<file path="config.mk">
export PLATFORM = sky130hd
export DESIGN_NAME = alu_issue
export DESIGN_NICKNAME = d
export VERILOG_FILES = /design/src/rtl/alu_issue.sv
export SDC_FILE = /design/constraint.sdc
export NUM_CORES = 1
export LEC_CHECK = 0
export ABC_AREA = 1
export CORE_MARGIN = 2
export CORE_UTILIZATION = 49
export CTS_CLUSTER_SIZE = 12
export DETAILED_ROUTE_END_ITERATION = 12
export PLACE_DENSITY = 0.79
export SETUP_SLACK_MARGIN = 0.4
export SLEW_MARGIN = 20
export SYNTH_ARGS = -nofsm -noshare
export SYNTH_HDL_FRONTEND = slang
export SYNTH_SLANG_ARGS = --single-unit
export TNS_END_PERCENT = 30
</file>
<file path="constraint.sdc">
create_clock -name clk -period 2 [get_ports clk]
set_input_delay 0.6 -clock clk [delete_from_list [all_inputs] [get_ports clk]]
set_output_delay 0.6 -clock clk [all_outputs]
set_load 0.01 [all_outputs]
</file>
<file path="src/rtl/alu_issue.sv">
// alu_issue: sequencing front-end for a 4-bit combinational ALU.
// It holds a small register file and takes register-addressed instructions over
// a valid/ready handshake. Each instruction runs through IDLE -> EXEC -> WB:
// operands are latched at accept, the ALU result is captured at the end of EXEC,
// and the result is written back and reported in WB.
module alu_issue #(
    parameter int W    = 4,
    parameter int NREG = 4,
    parameter int AW   = $clog2(NREG)
) (
    input  logic          clk,
    input  logic          rst,
    input  logic          in_valid,
    output logic          in_ready,
    input  logic [2:0]    in_oc,
    input  logic [AW-1:0] in_rd,
    input  logic [AW-1:0] in_rs1,
    input  logic [AW-1:0] in_rs2,
    input  logic          ld_en,
    input  logic [AW-1:0] ld_addr,
    input  logic [W-1:0]  ld_data,
    output logic [2:0]    alu_oc,
    output logic [W-1:0]  alu_a,
    output logic [W-1:0]  alu_b,
    input  logic [W-1:0]  alu_f,
    output logic          out_valid,
    output logic [AW-1:0] out_rd,
    output logic [W-1:0]  out_data,
    output logic          div0,
    input  logic [AW-1:0] rd_addr,
    output logic [W-1:0]  rd_data
);

    localparam logic [2:0] OC_DIV = 3'd3;

    typedef enum logic [1:0] {IDLE, EXEC, WB} state_t;

    state_t        state, state_n;
    logic          accept;
    logic [W-1:0]  regs [NREG];
    logic [AW-1:0] rd_q;
    logic          div0_q;

    // State register.
    always_ff @(posedge clk) begin
        if (rst) state <= IDLE;
        else     state <= state_n;
    end

    // Next state and handshake; a load in IDLE blocks acceptance for that cycle.
    always_comb begin
        state_n  = state;
        in_ready = 1'b0;
        accept   = 1'b0;
        case (state)
            IDLE: begin
                in_ready = ~ld_en;
                accept   = in_valid & ~ld_en;
                if (accept) state_n = EXEC;
            end
            EXEC:    state_n = WB;
            WB:      state_n = IDLE;
            default: state_n = IDLE;
        endcase
    end

    // Register file: direct loads only in IDLE, writeback in WB; loads elsewhere are dropped.
    always_ff @(posedge clk) begin
        if (rst) begin
            for (int i = 0; i < NREG; i++) regs[i] <= '0;
        end else if (state == IDLE && ld_en) begin
            regs[ld_addr] <= ld_data;
        end else if (state == WB) begin
            regs[rd_q] <= out_data;
        end
    end

    // Datapath: operands latched at accept drive the ALU through EXEC; result and
    // destination are captured at the end of EXEC and then held until the next one.
    always_ff @(posedge clk) begin
        if (rst) begin
            alu_oc   <= '0;
            alu_a    <= '0;
            alu_b    <= '0;
            rd_q     <= '0;
            out_rd   <= '0;
            out_data <= '0;
            div0_q   <= 1'b0;
        end else begin
            if (accept) begin
                alu_oc <= in_oc;
                alu_a  <= regs[in_rs1];
                alu_b  <= regs[in_rs2];
                rd_q   <= in_rd;
            end
            if (state == EXEC) begin
                out_data <= alu_f;
                out_rd   <= rd_q;
                div0_q   <= (alu_oc == OC_DIV) && (alu_b == '0);
            end
        end
    end

    assign out_valid = (state == WB);
    assign div0      = out_valid & div0_q;
    assign rd_data   = regs[rd_addr];

endmodule
</file>
Figure 1. Wire density map.
(6 px per um) The die is cut into 13 by 13 equal tiles; dark purple is low, yellow is high, scaled to the fullest tile. Values are wire area over tile area, all layers added.
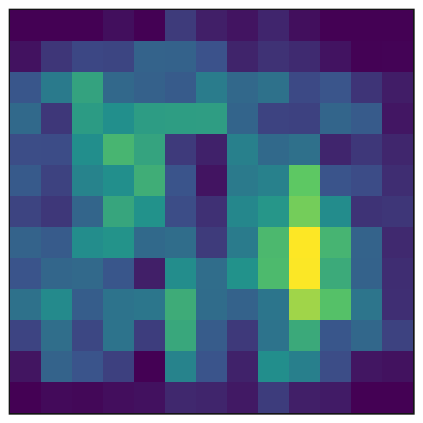
- densest ninth of the die: middle right
- mean over tiles: 0.18
- nearly empty tiles: 7.7%
- emptiest ninth of the die: upper right
per-cell routed wire length: 12.4 um
overall global routing resource usage: 0.241

Figure 2. Clock nets.
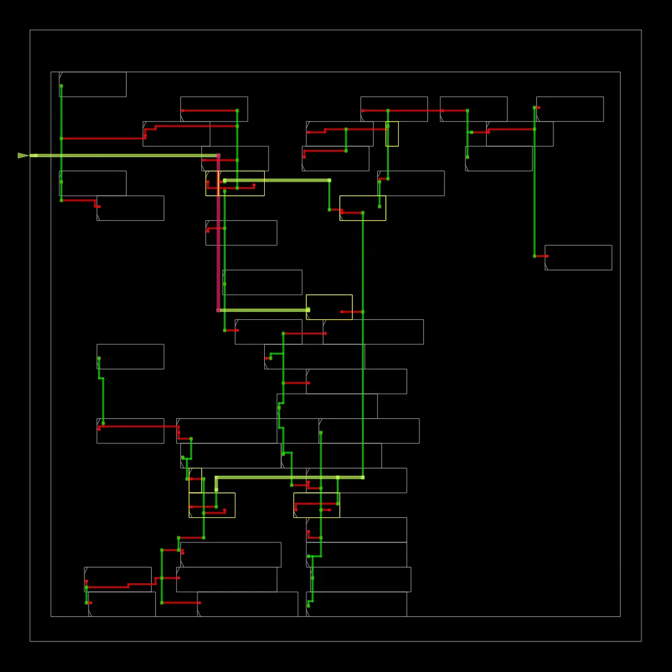
skew final: 5.02 ps
Sinks on Clock Net: 38
cts bufs inserted: 5

Figure 3. Cells colored by class.
(8 px per um)
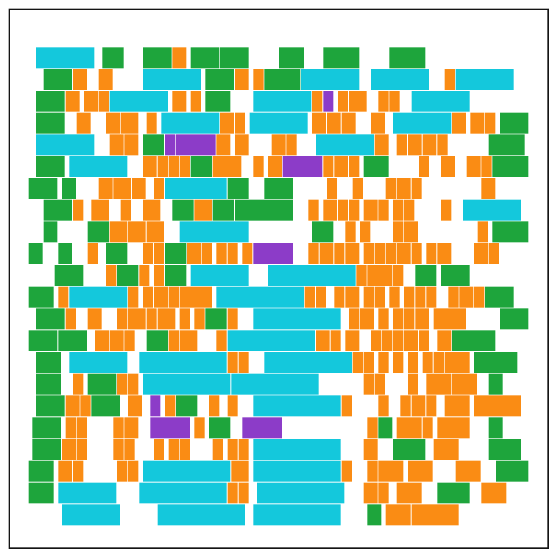
- remaining buffers and delay cells: green (cells 70)
- sequential cells: cyan (cells 38)
- clock drivers and dummy loads: purple (cells 8)
- combinational and other logic: orange (cells 233)
Core ar.: 3740 um^2
fin area: 2820 um^2
flop share of the area: 0.329

Figure 4. Metal 3.
(6 px per um)
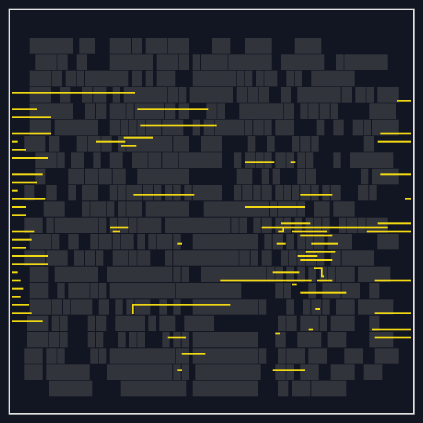
- longest straight run: 20.7 um
- nets with wire on the layer: 63
- main direction: horizontal
sum of routed wire length over all layers: 4930 um
via count: 2026

==> summary.txt <==
Physical implementation status

The maximum fanout encountered on the critical timing path stands at 6. The starting density of the core stands at 0.522. More flip-flops sit in one register than any other, and that register is regs. The number of standard-cell rows in the floorplan stands at 22. No sink is reached through more buffers than the 2 on the longest clock path. For this design the ratio of total power to cell area is 617 nW/um^2. The worst-case register-to-register setup slack stands at between 500 and 600 ps. Per STA, the endpoint of the critical path is rd_data[2]. The number of antenna violations at the first check in global routing is 0. The worst register-to-register path ends at regs[2][3]$_SDFFCE_PN0P_. The filler cell count in the final layout stands at 312. After synthesis the netlist holds a flip-flop and latch count of 38. In the global route stage, met2 resource usage came out at 0.425. In the final design database the tool counted 373 nets. The net count after synthesis stands at between 300 and 400. In the final layout, flip-flops and latches occupy 926 um^2.

The worst setup path is launched from an input port. The path with the worst hold slack has its endpoint at alu_oc[2]$_SDFFE_PP0P_. The library cell used most frequently in the layout, excluding fill and tap cells, is nand2_1.

Overall power consumption after layout is estimated at 0.00174 W. The startpoint identified for the worst hold timing path is alu_oc[2]$_SDFFE_PP0P_. In the global route stage, met3 resource usage came out at 0.0383. The number of different library cells used by synthesis comes to 17. The post-synth area from yosys stat stands at 1960 um^2. The mean instance size in the synthesized netlist stands at 7.01 um^2. The first routing iteration left approximately 160 violations. For the finished layout, the period the worst path requires is 1900 ps. The pin count of the biggest net entering global routing stands at 26. In this run the tightest slew margin relative to its limit is 0.741. Endpoints failing hold in the final report were tallied at 0. The largest voltage drop on the vdd net stands at 0.488 mV. The hold path depth stands at 2. The total placed instance area stands at 2620 um^2. The count of buffers added on input and output ports is about 48. The top-level I/O count stands at 49. The first-pass GRT wire length stands at 8200 um.

The die footprint stands at 4510 um^2. The tightest min-delay check is of the reg -> reg type. For this run, global-route usage on met1 was measured as 0.300. The leakage power total stands at 1.43 nW. The max-slew violation total from the final report stands at 0.

The routed design shows a via density per instance of 5.10. Global routing put the most usage on met2. After synthesis the cells add up to between 1500 and 2000 um^2.

The height of the die stands at 67.2 um. The final HPWL from detailed placement stands at around 3500 um. The achievable clock frequency stands at 0.526 GHz. The run finished with clean final reports. In this run the worst setup path begins at rd_addr[0]. The register with the most flip-flops in the layout has 16 of them. The startpoint identified for the worst register-to-register timing path is state[0]$_SDFFE_PP0P_. The antenna violation net count after detailed routing stands at 0. 0 antenna diodes ended up in the layout. The slew at the pin closest to its max-slew limit stands at 388 ps.

Measured along the x axis, the die boundary spans 67.2 um. Setup repair after global routing could not meet its margin everywhere. STA classifies the critical path endpoint as an output pin. The critical path is of the in -> out type. The number of cells reported by Yosys stat comes to between 200 and 300. The required time reported for the critical path endpoint stands at ~1400 ps.

Per the CTS log, the maximum H-tree level is 2. Per the CTS log, the root buffer master is clkbuf_8. The part of the cycle the worst path needs stands at 0.951. The final setup TNS stands at 0 ps. The number of warnings reported in the stage logs is 29. TritonCTS built the clock tree. Hold repair after CTS inserted 0 buffers. The pre-CTS setup slack stands at -751 ps.

The placement summary gives the final routability congestion estimate as approximately 0.92. The synthesis log from Yosys contains 0 warnings. The number of search-and-repair iterations in the first detailed-routing pass stands at 4. The DRC violation count after routing stands at 0.

Synthesis produced 279 cells. The area used by multi-input combinational logic stands at 880 um^2. The report puts the cell count of the worst reg-to-reg path at 6.

The most critical hold endpoint after final layout shows a slack of 476 ps. Ranking logic cells in the layout by count gives the top entries nand2_1 (56), inv_1 (44), nor2_1 (30). The flow measured a signed area growth from synthesis to layout of 44.1%. Of the cells placed in the final design, the portion with a size suffix greater than 1 is 0.221. The via count of the first global-routing pass stands at 1871. The overflow left after global routing stands at 0. The clock transition time at the flip-flop clock pins of the worst setup and hold paths stands at 70 ps.
## power breakdown
part,internal [W],switching (W)
combinational,0.000177,0.000199
sequential,0.000859,0.0000330
clock,0.000232,0.000240
total,0.00127,0.000472
## worst max-delay path, cell delays in order
cell and delay [ps]:
buf_6 90, buf_8 130, inv_12 70, buf_8 120, nand2_4 40, a21oi_2 110
buf_2 140
## Yosys cell counts
master    number  share of area
nand2_2        3         0.0096
edfxtp_1      16           0.25
clkbuf_1       1         0.0019
a21oi_1       27          0.069
dfxtp_1       22           0.23
inv_1         46          0.088
nor2_1        33          0.063
nand2_1       60           0.12
o21ai_1        3         0.0077
nand3_2        1         0.0051
buf_2          6          0.015
nor2_2         3         0.0096
o21ai_0       22          0.056
nand3_1       23          0.059
inv_2          9          0.017
buf_1          1         0.0019
nand4_1        3         0.0096
## logic make-up after synthesis
group / Yosys count / share of synthesized area
and+or+nand+nor: 126 / 0.271
AOI/OAI and AO/OA: 52 / 0.133
DFF: 38 / 0.471
buffers and inverters: 63 / 0.125
## metal layers
metal  vias up  wire, um  part of all wire
met3        12       338             0.069
met4         0        90             0.018
met5         -         0                 0
met1       893      2050              0.42
li1       1021         -                 -
met2       100      2450              0.50
## repair_timing
item,in CTS,in global routing
setup buffers,5,0
pin swaps,7,3
resized,77,13
setup endpoints to repair,52,35
gates cloned,0,0
## layout make-up
class,count,area share
flip-flops and latches,38,0.329
inverters,55,0.0795
clock inverters,3,0.00400
well taps,48,0.0213
multi-input cells,178,0.312
repair buffers,70,0.230
clock buffers,5,0.0244
## per-stage QoR
step	instances	utilization
finish	397	0.753
global route	397	0.753
CTS	397	0.741
detailed placement	384	0.700
global placement	384	0.700
floorplan	279	-
Power and IR drop assume default switching activity.
